$ cat src/rtl/iface_lane_collector_if.sv
// Lane-side and output-side handshake bundle for the lane collector.
// The collector connects to the slave modport; the driving side uses master.
interface iface_lane_collector_if #(
    parameter int N = 4
) ();
    localparam int IW = $clog2(N);

    logic [N-1:0]   lane_data;
    logic [8*N-1:0] lane_value;
    logic [N-1:0]   lane_ack;
    logic           out_valid;
    logic           out_ready;
    logic [IW-1:0]  out_idx;
    logic [7:0]     out_value;

    modport slave (
        input  lane_data,
        input  lane_value,
        input  out_ready,
        output lane_ack,
        output out_valid,
        output out_idx,
        output out_value
    );

    modport master (
        output lane_data,
        output lane_value,
        output out_ready,
        input  lane_ack,
        input  out_valid,
        input  out_idx,
        input  out_value
    );
endinterface

$ cat src/rtl/iface_lane_collector.sv
// Round-robin lane collector: grants one requesting lane per cycle, queues
// {lane index, value} in a FIFO and keeps a running sum and a stall counter.
module iface_lane_collector #(
    parameter int N     = 4,
    parameter int DEPTH = 4
) (
    input  logic                     clk,
    input  logic                     rst_n,
    iface_lane_collector_if.slave    bus,
    output logic [7:0]               sum_out,
    output logic [$clog2(DEPTH):0]   level,
    output logic [15:0]              stall_cnt
);
    localparam int IW = $clog2(N);
    localparam int AW = $clog2(DEPTH);

    logic [IW-1:0] ptr_q, ptr_d;
    logic [AW-1:0] wr_ptr_q, wr_ptr_d;
    logic [AW-1:0] rd_ptr_q, rd_ptr_d;
    logic [AW:0]   level_q, level_d;
    logic [7:0]    sum_q, sum_d;
    logic [15:0]   stall_q, stall_d;
    logic [IW-1:0] idx_mem_q [DEPTH];
    logic [IW-1:0] idx_mem_d [DEPTH];
    logic [7:0]    val_mem_q [DEPTH];
    logic [7:0]    val_mem_d [DEPTH];

    logic          full;
    logic          grant_vld;
    logic          pop;
    logic [IW-1:0] grant;
    logic [IW-1:0] cand;

    // Fullness comes from registered level, so a pop never frees a slot for the same cycle.
    always_comb begin
        full      = (level_q == (AW+1)'(DEPTH));
        grant_vld = 1'b0;
        grant     = '0;
        cand      = '0;
        for (int k = 0; k < N; k++) begin
            cand = ptr_q + IW'(k);
            if (!grant_vld && bus.lane_data[cand]) begin
                grant_vld = 1'b1;
                grant     = cand;
            end
        end
        if (full || !rst_n) begin
            grant_vld = 1'b0;
        end
        bus.lane_ack = grant_vld ? (N'(1) << grant) : '0;
    end

    always_comb begin
        bus.out_valid = (level_q != '0);
        bus.out_idx   = idx_mem_q[rd_ptr_q];
        bus.out_value = val_mem_q[rd_ptr_q];
        pop           = bus.out_valid & bus.out_ready;
    end

    always_comb begin
        ptr_d     = ptr_q;
        wr_ptr_d  = wr_ptr_q;
        rd_ptr_d  = rd_ptr_q;
        level_d   = level_q;
        sum_d     = sum_q;
        stall_d   = stall_q;
        idx_mem_d = idx_mem_q;
        val_mem_d = val_mem_q;

        if (grant_vld) begin
            ptr_d               = grant + IW'(1);
            wr_ptr_d            = wr_ptr_q + AW'(1);
            idx_mem_d[wr_ptr_q] = grant;
            val_mem_d[wr_ptr_q] = bus.lane_value[{grant, 3'b000} +: 8];
        end
        if (pop) begin
            rd_ptr_d = rd_ptr_q + AW'(1);
            sum_d    = sum_q + bus.out_value;
        end

        case ({grant_vld, pop})
            2'b10:   level_d = level_q + (AW+1)'(1);
            2'b01:   level_d = level_q - (AW+1)'(1);
            default: level_d = level_q;
        endcase

        if (full && (|bus.lane_data) && (stall_q != 16'hFFFF)) begin
            stall_d = stall_q + 16'd1;
        end
    end

    always_ff @(posedge clk) begin
        if (!rst_n) begin
            ptr_q    <= '0;
            wr_ptr_q <= '0;
            rd_ptr_q <= '0;
            level_q  <= '0;
            sum_q    <= '0;
            stall_q  <= '0;
        end else begin
            ptr_q    <= ptr_d;
            wr_ptr_q <= wr_ptr_d;
            rd_ptr_q <= rd_ptr_d;
            level_q  <= level_d;
            sum_q    <= sum_d;
            stall_q  <= stall_d;
        end
    end

    // Storage needs no reset; emptiness is tracked by level and the pointers.
    always_ff @(posedge clk) begin
        idx_mem_q <= idx_mem_d;
        val_mem_q <= val_mem_d;
    end

    assign sum_out   = sum_q;
    assign level     = level_q;
    assign stall_cnt = stall_q;
endmodule

$ cat src/flat_wrapper.sv
// flat-port wrapper written by rule: the top's interface ports become plain ports
module iface_lane_collector_flat 
#(
    parameter int N     = 4,
    parameter int DEPTH = 4
)
  (clk, rst_n, sum_out, level, stall_cnt, bus_lane_data, bus_lane_value, bus_out_ready, bus_lane_ack, bus_out_valid, bus_out_idx, bus_out_value);
  iface_lane_collector_if #(.N(N)) bus_i ();
  input  logic clk;
  input  logic rst_n;
  output logic [7:0] sum_out;
  output logic [$clog2(DEPTH):0] level;
  output logic [15:0] stall_cnt;
  input wire logic [$bits(bus_i.lane_data)-1:0] bus_lane_data;
  input wire logic [$bits(bus_i.lane_value)-1:0] bus_lane_value;
  input wire logic [$bits(bus_i.out_ready)-1:0] bus_out_ready;
  output wire logic [$bits(bus_i.lane_ack)-1:0] bus_lane_ack;
  output wire logic [$bits(bus_i.out_valid)-1:0] bus_out_valid;
  output wire logic [$bits(bus_i.out_idx)-1:0] bus_out_idx;
  output wire logic [$bits(bus_i.out_value)-1:0] bus_out_value;
  assign bus_i.lane_data = bus_lane_data;
  assign bus_i.lane_value = bus_lane_value;
  assign bus_i.out_ready = bus_out_ready;
  assign bus_lane_ack = bus_i.lane_ack;
  assign bus_out_valid = bus_i.out_valid;
  assign bus_out_idx = bus_i.out_idx;
  assign bus_out_value = bus_i.out_value;
  iface_lane_collector #(.N(N), .DEPTH(DEPTH)) u_core (.clk(clk), .rst_n(rst_n), .bus(bus_i), .sum_out(sum_out), .level(level), .stall_cnt(stall_cnt));
endmodule
$ cat config.mk
export PLATFORM = sky130hd
export DESIGN_NAME = iface_lane_collector_flat
export DESIGN_NICKNAME = d
export VERILOG_FILES = /design/src/rtl/iface_lane_collector_if.sv /design/src/rtl/iface_lane_collector.sv /design/src/flat_wrapper.sv
export SDC_FILE = /design/constraint.sdc
export NUM_CORES = 1
export LEC_CHECK = 0
export CORE_UTILIZATION = 34
export CTS_BUF_LIST = sky130_fd_sc_hd__clkbuf_8 sky130_fd_sc_hd__clkbuf_16
export DETAILED_ROUTE_END_ITERATION = 7
export PLACE_DENSITY_LB_ADDON = 0.1
export SKIP_LAST_GASP = 1
export SYNTH_ARGS = -nofsm -noshare
export SYNTH_HDL_FRONTEND = slang
export SYNTH_SLANG_ARGS = --single-unit
$ cat constraint.sdc
create_clock -name clk -period 6.1 [get_ports clk]
set_clock_uncertainty 0.2 [all_clocks]
set_input_delay 0.61 -clock clk [delete_from_list [all_inputs] [get_ports clk]]
set_output_delay 0.61 -clock clk [all_outputs]
set_load 0.02 [all_outputs]
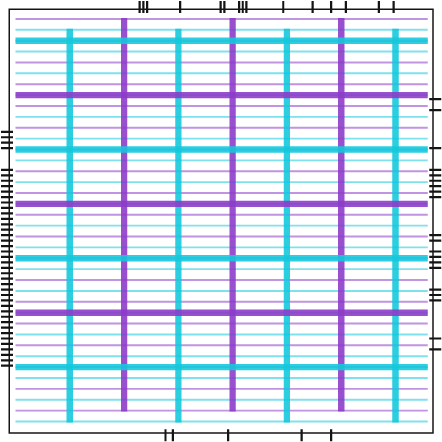
Figure 1: run 1, floorplan with the power grid.
(4 px per µm) Pins as bars on the die edge.
| colour | net |
|---|---|
| purple | VDD |
| cyan | VSS |
met5 straps: 7
met1 rails: 38
die height: 106 µm
VDD IR max: 0.192 mV

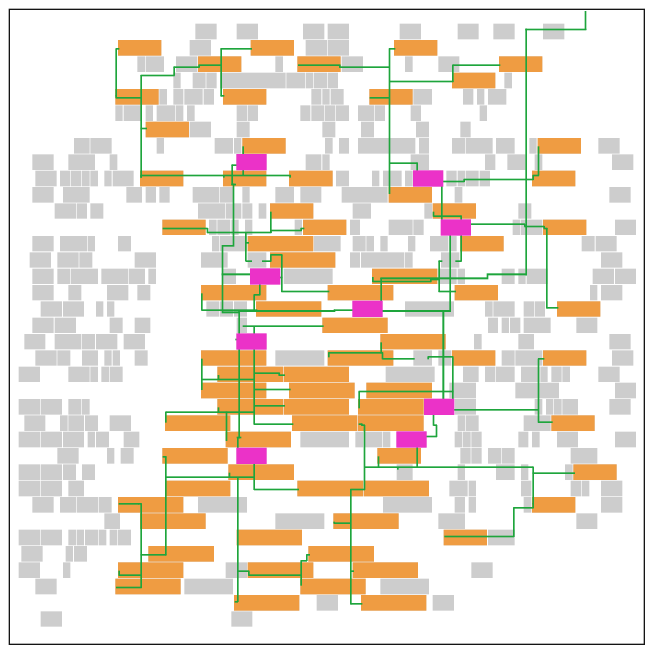
Figure 2: run 1, clock distribution.
(6 px per µm)
[orange] flip-flops | count: 73
[green] clock wires | length: 964 µm
[magenta] clock drivers | count: 9
routed clock nets: 10
reported clock group power: 0.000386 W
Late-Pin Clk Latency: 0.35 ns

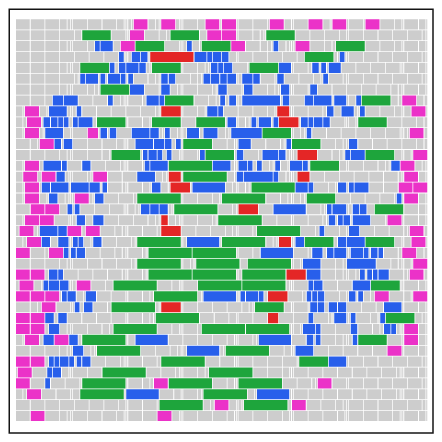
Figure 3: run 1, cell classes on the final placement.
(4 px per µm) Fill, decap, tap and diode cells in grey.
| colour | class | cells | share of their area |
|---|---|---|---|
| red | clock drivers and dummy loads | 16 | 4.4% |
| green | sequential cells | 73 | 40% |
| blue | combinational and other logic | 249 | 38% |
| magenta | remaining buffers and delay cells | 81 | 18% |
number of rows created at floorplan: 37
core area: 0.0104 mm²
sequential portion of the cell area: 38.9%
area of all placed cells without fillers: 0.00479 mm²
final cell utilization of the core: 46.2%

==> notes.md, run 1 <==
run results: share of total power consumed by net switching=37.0%, GR Util met1=21.6%, share of total power in sequential cells=37.3%, number of placed instances, taps included=539, ys cells=333, slew of the pin with the lowest slew margin=0.781 ns, Commonest flop=sky130_fd_sc_hd__edfxtp_1, critical setup path kind=in2out, adder and majority cell fraction of the synthesized area=6.93%, Antenna Nets Post-Route=0, cell at the root of the clock tree=sky130_fd_sc_hd__clkbuf_8, status=complete, no violations, M2 GR Usage=21.7%, number of clock buffers inserted by TritonCTS=9, Inserted Diodes=0, number of warnings reported in the yosys synthesis log=0, reported leakage power=1.71 nW, group drawing the most power=combinational cells, met3 wire length=409 µm, area share of the largest cell type after synthesis=32.9%, relative slew slack=47.9%, via count=2717, Top class by area=flip-flops and latches, number of fillers in the final layout=988, PD cells=412 mW/mm², mux share of post-synthesis cell area=7.27%, number of buffer cells added on primary ports=80, post-placement cell area=0.00459 mm², largest net degree at the start of global routing=29, origin of the critical flop-to-flop path=u_core.rd_ptr_q[0], worst hold margin=0.280 ns, post-layout net count=472, all-layer global routing usage=14.9%, count of clock-net buffers in the final layout=9, area fraction in and, or, nand and nor cells after synthesis=18.1%, wire length of the first global-routing pass=12.7 mm, Post-synth area hogs=sky130_fd_sc_hd__edfxtp_1 (33%), sky130_fd_sc_hd__dfxtp_1 (18%), sky130_fd_sc_hd__mux4_2 (6.2%), CP delay by family, top=buffers and inverters, average wire length per cell after detail routing=14.1 µm, critical-path maximum fanout=22, total net switching power=0.000729 W, cell count of the worst reg-to-reg path=8, final number of max-transition violations=0, buffering stage count on the worst path with inverters included=3, Post-synth seq share=51.0%, number of cells traversed by the worst hold path=2, power attributed to combinational cells=0.000850 W, highest routing layer actually used=met4, fraction of met3 tracks used by global routing=3.53%, share of flip-flops with an asynchronous set or reset after synthesis=0%, clock group share of total power=19.6%, power of the sequential group=0.000735 W, CP cell instances=clkdlybuf4s50_1, a21oi_1, o21a_1, o22ai_2, inv_2, ha_1, and3_1, clkdlybuf4s50_1, number of endpoints with negative hold slack in the final report=0, top cell type by instance count after synthesis=sky130_fd_sc_hd__nand2_1, compound-cell area share of the yosys netlist=9.40%, via count of the first global-routing pass=2587, maximum level of the CTS H-tree=3, chip area line of the yosys report=0.00365 mm², num sequential=73, grt ovf=0, global placer's final weighted congestion=0.737, setup repair after global routing missed its margin=no, Final Setup Violations=0, wire length on met2=3.30 mm, number of top-level pins=81, top cell type by total area after synthesis=sky130_fd_sc_hd__edfxtp_1, combined area of the multi-input logic cells=0.00168 mm², period utilization=67.3%, slack of the worst reg-to-reg path=2.72 ns, end point of the worst hold path=u_core.sum_out[5], count of cell instances traversed by the critical path=8, buffers from clock root to sink, at most=2, non-clock buffer contribution to total cell area=16.9%, Top cells excl fill/tap=sky130_fd_sc_hd__clkdlybuf4s50_1 (80), sky130_fd_sc_hd__nand2_1 (41), sky130_fd_sc_hd__edfxtp_1 (40), library cells used by synthesis=43
-- run 1: flip-flops by register name, summed over array words and instances (netlist names) --
signal,count
u_core.rd_ptr_q,2
u_core.level,3
u_core.idx_mem_q,8
u_core.val_mem_q,32
u_core.wr_ptr_q,2
u_core.ptr_q,2
u_core.sum_out,8
u_core.stall_cnt,16
-- run 1: tightest hold or removal path: stages (launching register included) --
cell and delay (ns):
sky130_fd_sc_hd__dfxtp_1 0.33, sky130_fd_sc_hd__nand2_1 0.06, sky130_fd_sc_hd__a21oi_1 0.05
-- run 1: through the flow --
step                utilization, %  setup slack [ns]
floorplan                        -              2.80
global placement              44.2              2.03
detailed placement            44.2              2.00
CTS                           46.2              1.98
global route                  46.2              1.81
finish                        46.2              2.00
==> run 1 -> run 2 <==
clock period = 4.3 ns   (was 6.1 ns; I/O delays follow)
==> run 2 against run 1 <==
  * Cell count increased by 0.54%
  * Clock power is 47% higher
  * Synthesized cell count stayed put
  * Sequential share of layout area fell by 0.25 points
  * Combinational power grew 45%
  * Non-clock buffer count is 3 higher
  * Largest power group unchanged
  * Worst setup slack got worse by 1.1 ns
  * Area after synthesis stayed put
  * Critical path depth rose by 1
  * Sequential cell count is the same
  * First-iteration DRC count shrank 24%
==> notes.md, run 2 <==
run results: worst setup path end=bus_lane_ack[3], share of flip-flops with an asynchronous set or reset after synthesis=0%, ys cells=333, register bit count reported by yosys=73, area share of the largest cell type after synthesis=32.9%, number of standard cells in the layout, taps in and fillers out=558, number of iterations in the first detailed-routing pass=4, adder and majority cell fraction of the synthesized area=6.93%, final number of max-transition violations=0, cell count of the worst reg-to-reg path=8, hold buffers post-CTS=0, fraction of met3 tracks used by global routing=3.46%, type of the worst min-delay path=reg2reg, CP delay by family, top=buffers and inverters, Final TNS setup=0 ns, setup repair after global routing missed its margin=no, CP cell instances=clkdlybuf4s50_1, a21oi_1, o21a_1, o22ai_2, buf_4, inv_2, ha_1, and3_1, clkdlybuf4s50_1, number of fillers in the final layout=997, Final Setup Violations=0, slew of the pin with the lowest slew margin=0.599 ns, Detailed Route Iter0 Violations=87, reported leakage power=1.73 nW, synthesized area per cell=11.0 µm², post-synthesis cell area=0.00365 mm², gate count after technology mapping=333, top cell type by total area after synthesis=sky130_fd_sc_hd__edfxtp_1, Antenna Nets Post-Route=0, startpoint type of the worst setup path=input pin, largest net degree at the start of global routing=29, required time at the endpoint of the critical path=3.67 ns, critical-path cell with the highest stage delay=sky130_fd_sc_hd__clkdlybuf4s50_1, all-layer global routing usage=14.8%, number of rows created at floorplan=37, met3 wire length=444 µm, Post-synth area hogs=sky130_fd_sc_hd__edfxtp_1 (33%), sky130_fd_sc_hd__dfxtp_1 (18%), sky130_fd_sc_hd__mux4_2 (6.2%), effective utilization at floorplan=35.2%, compound-cell area share of the yosys netlist=9.40%, critical setup path kind=in2out, number of OpenROAD warnings=32, Crit path arrival time=2.75 ns, global placer's final weighted congestion=0.719, wire length of the first global-routing pass=12.8 mm, number of buffer cells added on primary ports=80, end point of the worst hold path=u_core.sum_out[3], Late-Pin Clk Latency=0.35 ns, number of clock buffers inserted by TritonCTS=9, origin of the critical flop-to-flop path=u_core.rd_ptr_q[0], period utilization=78.7%, cell at the root of the clock tree=sky130_fd_sc_hd__clkbuf_8, Top cells excl fill/tap=sky130_fd_sc_hd__clkdlybuf4s50_1 (80), sky130_fd_sc_hd__nand2_1 (41), sky130_fd_sc_hd__edfxtp_1 (40), startpoint of the lowest-slack hold path=u_core.sum_out[3], post_cts resized=0, GR Util met1=20.9%, detailed placer's ending HPWL=5.65 mm, number of cells traversed by the worst hold path=2, core area=0.0104 mm², Max Cap Violations=0, capture point of the worst reg-to-reg path=u_core.sum_out[7], Commonest flop=sky130_fd_sc_hd__edfxtp_1, status=complete, no violations, clock sink count=73, share of layout cells above drive strength 1=9.48%, top cell type by instance count after synthesis=sky130_fd_sc_hd__nand2_1, routed length on met1=3.89 mm, count of cell instances traversed by the critical path=9, global route hottest layer=met2, chip area line of the yosys report=0.00365 mm², buffering stage count on the worst path with inverters included=4, Post-synth seq share=51.0%, Biggest register=u_core.val_mem_q, PD cells=587 mW/mm², relative slew slack=59.7%, XOR/XNOR Fraction of Synth Area=4.32%, number of endpoints with negative hold slack in the final report=0, average wire length per cell after detail routing=13.9 µm, biggest combinational cell group after synthesis=simple AND/OR/NAND/NOR gates, Total Power Consumption=0.00283 W, grt ovf=0, area fraction in and, or, nand and nor cells after synthesis=18.1%, routed wire length=7.75 mm, combined area of the multi-input logic cells=0.00168 mm², M2 GR Usage=21.9%, worst setup path start=bus_lane_data[0], mux share of post-synthesis cell area=7.27%, post-placement cell area=0.00461 mm², cell types with the highest counts after synthesis=sky130_fd_sc_hd__nand2_1 (41), sky130_fd_sc_hd__edfxtp_1 (40), sky130_fd_sc_hd__dfxtp_1 (33), sky130_fd_sc_hd__nor2_1 (25), sky130_fd_sc_hd__a21oi_1 (18), number of warnings reported in the yosys synthesis log=0, Setup WS pre-CTS=0.606 ns, critical-path maximum fanout=22, commonest non-fill, non-tap cell in the layout=sky130_fd_sc_hd__clkdlybuf4s50_1, library cells used by synthesis=43, post-layout net count=475, peak clock frequency supported by timing=0.295 GHz, via count=2716, setup fix buffers added after clock tree synthesis=0, via count of the first global-routing pass=2589, Area growth, synth to finish=32.1%, Setup WS post-layout=0.915 ns, clock tree from TritonCTS=yes, ratio of routed vias to standard cells=4.87, net count of the mapped netlist=391, highest cell delay on the worst timing path=0.60 ns, clock-pin slew on the worst setup and hold paths=0.09 ns, initial antenna violation count=0, nature of the critical path endpoint=output port, wire length on met2=3.33 mm, sequential cell area in the final layout=0.00186 mm², highest routing layer actually used=met4, slack of the worst reg-to-reg path=1.13 ns, Die Area=0.0111 mm², maximum level of the CTS H-tree=3, number of top-level pins=81, number of flip-flops in the largest register=32, buffers from clock root to sink, at most=2, drc violations=0, number of placed instances, taps included=542, Inserted Diodes=0, count of library flops with an enable pin=40, shortest period the worst path allows=3.38 ns, Top cell by count, worst path=sky130_fd_sc_hd__clkdlybuf4s50_1, worst hold margin=0.275 ns, area of all placed cells without fillers=0.00482 mm²
run 2: final cells by class:
type / instances / share of cell area [%]
well taps: 136 / 3.53
clock buffers: 9 / 2.57
repair buffers: 84 / 17.2
flip-flops and latches: 73 / 38.6
multi-input cells: 231 / 34.8
inverters: 18 / 1.40
clock inverters: 7 / 1.79
run 2: report_power, final:
| group | internal, W | leakage (nW) | switching (W) |
|---|---|---|---|
| combinational | 0.000567 | 0.992 | 0.000661 |
| clock | 0.000281 | 0.104 | 0.000287 |
| sequential | 0.000932 | 0.635 | 0.000102 |
run 2: tightest hold or removal path, stage by stage, from the launching register on:
cell                      delay (ns)
sky130_fd_sc_hd__dfxtp_1        0.33
sky130_fd_sc_hd__nand2_1        0.06
sky130_fd_sc_hd__a21oi_1        0.05
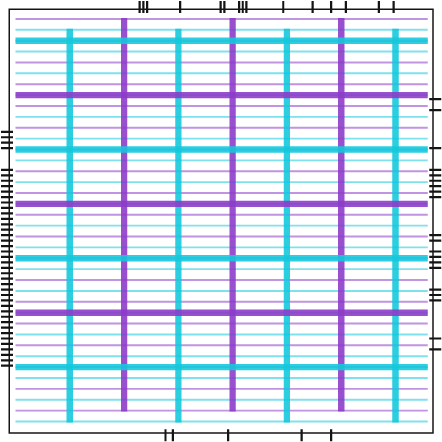
Figure 4: run 2, floorplan with the power grid.
(4 px per µm) Pins as bars on the die edge.
| colour | net |
|---|---|
| purple | VDD |
| cyan | VSS |
met5 straps: 7
signal pins: 81
VDD IR max: 0.297 mV
width of the chip: 106 µm

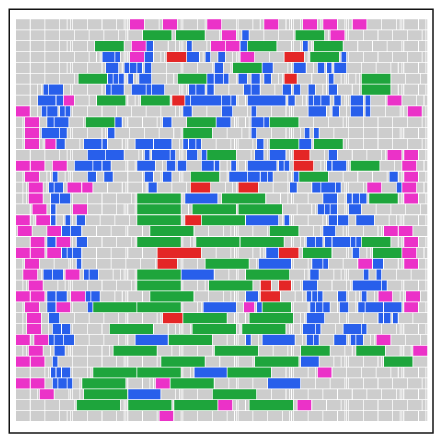
Figure 5: run 2, cell classes on the final placement.
(4 px per µm) Fill, decap, tap and diode cells in grey.
| colour | class | cells | share of their area |
|---|---|---|---|
| magenta | remaining buffers and delay cells | 84 | 18% |
| red | clock drivers and dummy loads | 16 | 4.5% |
| blue | combinational and other logic | 249 | 38% |
| green | sequential cells | 73 | 40% |
sequential portion of the cell area: 38.6%
final cell utilization of the core: 46.5%

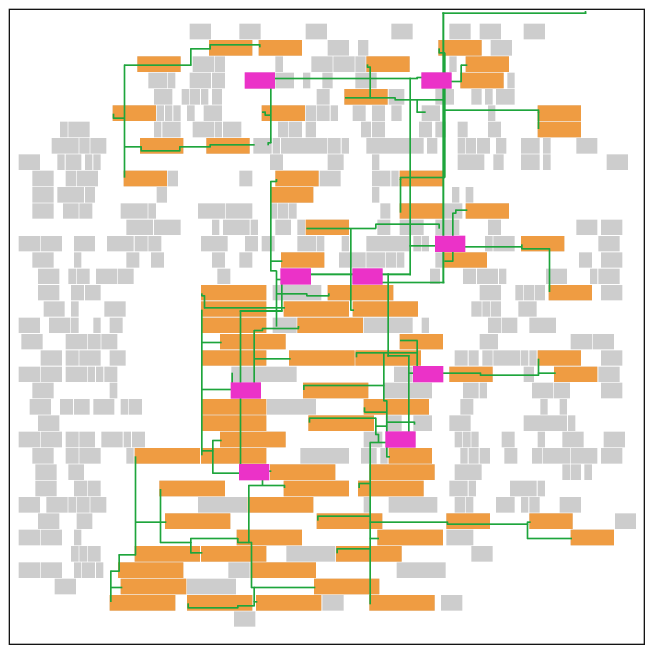
Figure 6: run 2, clock distribution.
(6 px per µm)
[green] clock wires | length: 949 µm
[orange] flip-flops | count: 73
[magenta] clock drivers | count: 9
routed clock nets: 10
clock group share of total power: 20.1%
reported clock group power: 0.000568 W

==> run 2 -> run 3 <==
clock period = 3.4 ns   (was 4.3 ns; I/O delays follow)
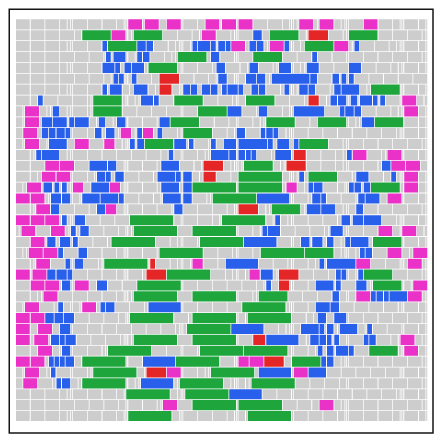
Figure 7: run 3, cell classes on the final placement.
(4 px per µm) Fill, decap, tap and diode cells in grey.
| colour | class | cells | share of their area |
|---|---|---|---|
| red | clock drivers and dummy loads | 16 | 3.8% |
| green | sequential cells | 73 | 40% |
| magenta | remaining buffers and delay cells | 90 | 19% |
| blue | combinational and other logic | 249 | 37% |
area of all placed cells without fillers: 0.00483 mm²
sequential portion of the cell area: 38.5%
final cell utilization of the core: 46.6%

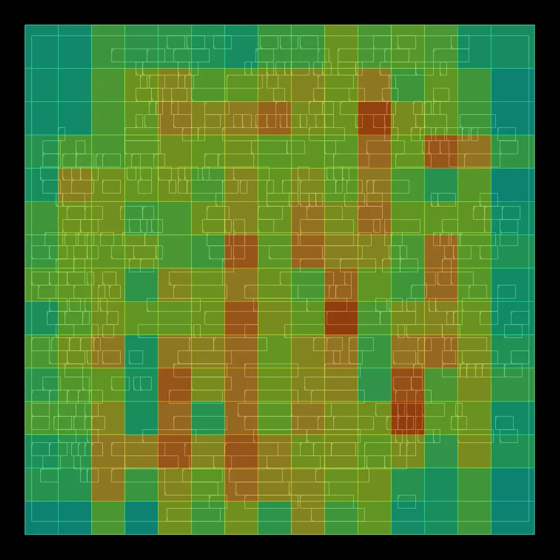
Figure 8: run 3, congestion heat map.
M2 GR Usage: 21.9%
average wire length per cell after detail routing: 13.9 µm
global route hottest layer: met2

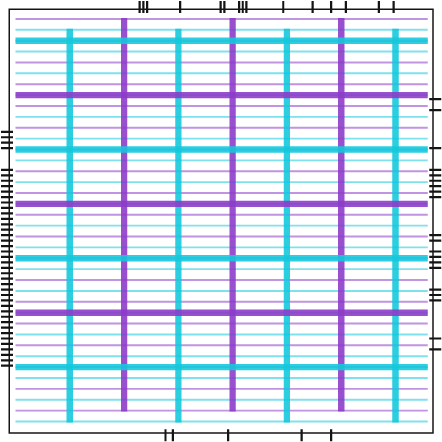
Figure 9: run 3, floorplan with the power grid.
(4 px per µm) Pins as bars on the die edge.
| colour | net |
|---|---|
| purple | VDD |
| cyan | VSS |
met4 straps: 7
signal pins: 81
VDD IR max: 0.384 mV

==> run 3 against run 2 <==
  * Sequential cell count stayed put
  * Sequential share of layout area shrank 0.10 points
  * Critical path type is now reg2reg
  * Sequential power increased by 26%
  * Design area is 0.26% higher
  * First-iteration DRC count increased by 5.7%
  * Critical path depth unchanged
  * Power increased by 24%
  * Worst setup slack lost 0.51 ns
  * Largest cell class unchanged
  * Highest routed layer unchanged
  * Largest power group unchanged
  * Via count down 0.26%
==> notes.md, run 3 <==
run results: status=complete, no violations, maximum level of the CTS H-tree=3, hold buffers post-CTS=0, CP cell instances=buf_4, mux4_2, ha_1, inv_1, nor2_1, a311o_1, a31oi_1, mux2i_1, mux2i_1, width of the chip=106 µm, number of standard cells in the layout, taps in and fillers out=564, final number of max-transition violations=0, largest net degree at the start of global routing=29, core area=0.0104 mm², slack of the worst reg-to-reg path=0.40 ns, clock group share of total power=17.7%, share of flip-flops with an asynchronous set or reset after synthesis=0%, routed wire length=7.85 mm, Die Area=0.0111 mm², net count of the mapped netlist=391, shortest period the worst path allows=3.00 ns, Final TNS setup=0 ns, Top cells excl fill/tap=sky130_fd_sc_hd__clkdlybuf4s50_1 (80), sky130_fd_sc_hd__nand2_1 (41), sky130_fd_sc_hd__edfxtp_1 (40), PD cells=727 mW/mm², wire length of the first global-routing pass=12.8 mm, Commonest flop=sky130_fd_sc_hd__edfxtp_1, top cell type by instance count after synthesis=sky130_fd_sc_hd__nand2_1, startpoint type of the worst setup path=flop, Late-Pin Clk Latency=0.36 ns, slew of the pin with the lowest slew margin=0.561 ns, Crit path arrival time=3.09 ns, reported clock group power=0.000623 W, number of placed instances, taps included=548, synthesized area per cell=11.0 µm², cell at the root of the clock tree=sky130_fd_sc_hd__clkbuf_8, area share of the largest cell type after synthesis=32.9%, number of endpoints with negative hold slack in the final report=0, highest cell delay on the worst timing path=0.53 ns, share of total power consumed by net switching=37.6%, global placer's final weighted congestion=0.735, all-layer global routing usage=15.2%, post-placement cell area=0.00465 mm², power attributed to combinational cells=0.00159 W, period utilization=88.2%, number of rows created at floorplan=37, number of top-level pins=81, Antenna Nets Post-Route=0, worst setup path start=u_core.rd_ptr_q[0], Total Power Consumption=0.00351 W, library cells used by synthesis=43, power of the sequential group=0.00130 W, die height=106 µm, via count=2709, Area growth, synth to finish=32.4%, reported leakage power=1.74 nW, Post-synth area hogs=sky130_fd_sc_hd__edfxtp_1 (33%), sky130_fd_sc_hd__dfxtp_1 (18%), sky130_fd_sc_hd__mux4_2 (6.2%), number of iterations in the first detailed-routing pass=4, peak clock frequency supported by timing=0.333 GHz, buffers from clock root to sink, at most=2, critical-path cell with the highest stage delay=sky130_fd_sc_hd__mux4_2, share of total power in sequential cells=37.0%, number of fillers in the final layout=970, via count of the first global-routing pass=2602, cell types with the highest counts after synthesis=sky130_fd_sc_hd__nand2_1 (41), sky130_fd_sc_hd__edfxtp_1 (40), sky130_fd_sc_hd__dfxtp_1 (33), sky130_fd_sc_hd__nor2_1 (25), sky130_fd_sc_hd__a21oi_1 (18), gate count after technology mapping=333, clock sink count=73, type of the worst min-delay path=reg2reg, Inserted Diodes=0, worst hold margin=0.279 ns, top cell type by total area after synthesis=sky130_fd_sc_hd__edfxtp_1, post-layout net count=481, cell count of the worst reg-to-reg path=9, Max Cap Violations=0, power share of the combinational group=45.3%, nature of the critical path endpoint=flop, post-synthesis cell area=0.00365 mm², sequential cell area in the final layout=0.00186 mm², capture point of the worst reg-to-reg path=u_core.sum_out[7], startpoint of the lowest-slack hold path=u_core.sum_out[3], chip area line of the yosys report=0.00365 mm², post_cts resized=0, end point of the worst hold path=u_core.sum_out[3], detailed placer's ending HPWL=5.80 mm, Top cell by count, worst path=sky130_fd_sc_hd__mux2i_1, total net switching power=0.00132 W, number of flip-flops in the largest register=32, area fraction in and, or, nand and nor cells after synthesis=18.1%, number of OpenROAD warnings=32, Setup WS pre-CTS=0.265 ns, number of cells traversed by the worst hold path=2, effective utilization at floorplan=35.2%, worst setup path end=u_core.sum_out[7], Detailed Route Iter0 Violations=92, Final Setup Violations=0, XOR/XNOR Fraction of Synth Area=4.32%, count of library flops with an enable pin=40, origin of the critical flop-to-flop path=u_core.rd_ptr_q[0], register bit count reported by yosys=73, setup repair after global routing missed its margin=no, group drawing the most power=combinational cells, required time at the endpoint of the critical path=3.49 ns, biggest combinational cell group after synthesis=simple AND/OR/NAND/NOR gates, GR Util met1=21.2%, compound-cell area share of the yosys netlist=9.40%, critical-path maximum fanout=6, setup fix buffers added after clock tree synthesis=0, commonest non-fill, non-tap cell in the layout=sky130_fd_sc_hd__clkdlybuf4s50_1, ys cells=333, number of warnings reported in the yosys synthesis log=0, number of buffer cells added on primary ports=80, Biggest register=u_core.val_mem_q, clock tree from TritonCTS=yes, number of clock buffers inserted by TritonCTS=9, initial antenna violation count=0, mux share of post-synthesis cell area=7.27%, ratio of routed vias to standard cells=4.80, grt ovf=0, Setup WS post-layout=0.400 ns, critical setup path kind=reg2reg, combined area of the multi-input logic cells=0.00168 mm², drc violations=0, fraction of met3 tracks used by global routing=4.39%, cell internal pwr=0.00219 W, clock-pin slew on the worst setup and hold paths=0.08 ns, relative slew slack=62.6%, adder and majority cell fraction of the synthesized area=6.93%, Post-synth seq share=51.0%, share of layout cells above drive strength 1=10.5%
[run 3: area by class of cell]
cell class | instances | area share [%]
tap | 136 | 3.52
inverter | 18 | 1.40
sequential | 73 | 38.5
timing repair buffer | 90 | 18.1
clock buffer | 9 | 2.56
multi-input combinational | 231 | 34.7
clock inverter | 7 | 1.11
[run 3: per-layer routing]
layer / share of wire, % / vias up
met5: 0 / -
met4: 1.8 / 0
li1: - / 1384
met2: 41 / 79
met3: 5.9 / 10
met1: 51 / 1236
[run 3: worst max-delay path: cells and delay by family, from the launching register on]
family | cells | cell delay, ns
fa+ha+maj | 1 | 0.33
flops | 1 | 0.52
buf+inv | 2 | 0.30
mux | 3 | 0.96
simple gates | 1 | 0.05
compound gates | 2 | 0.57

==> gallery <==
Sequential cells grouped by signal name.
(4 px per µm) Other sequential cells in the stronger grey, the rest of the logic in the fainter grey.
Plate I
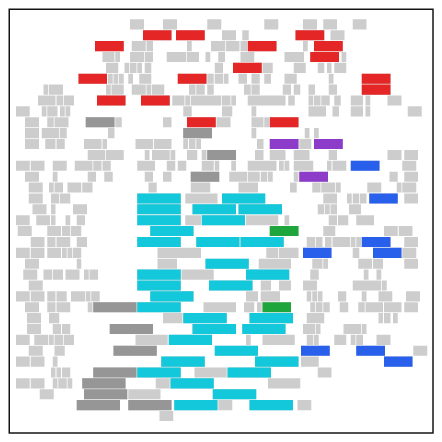
Plate II
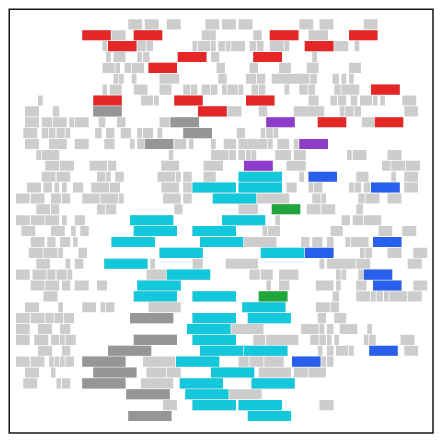
run 2 -> Plate I
run 3 -> Plate II

Key to Plate II:
| colour | signal | placed flops |
|---|---|---|
| red | u_core.stall_cnt | 16 |
| cyan | u_core.val_mem_q | 32 |
| blue | u_core.sum_out | 8 |
| green | u_core.rd_ptr_q | 2 |
| purple | u_core.level | 3 |

Power figures rest on the tool's default switching activity, not on a simulated workload.
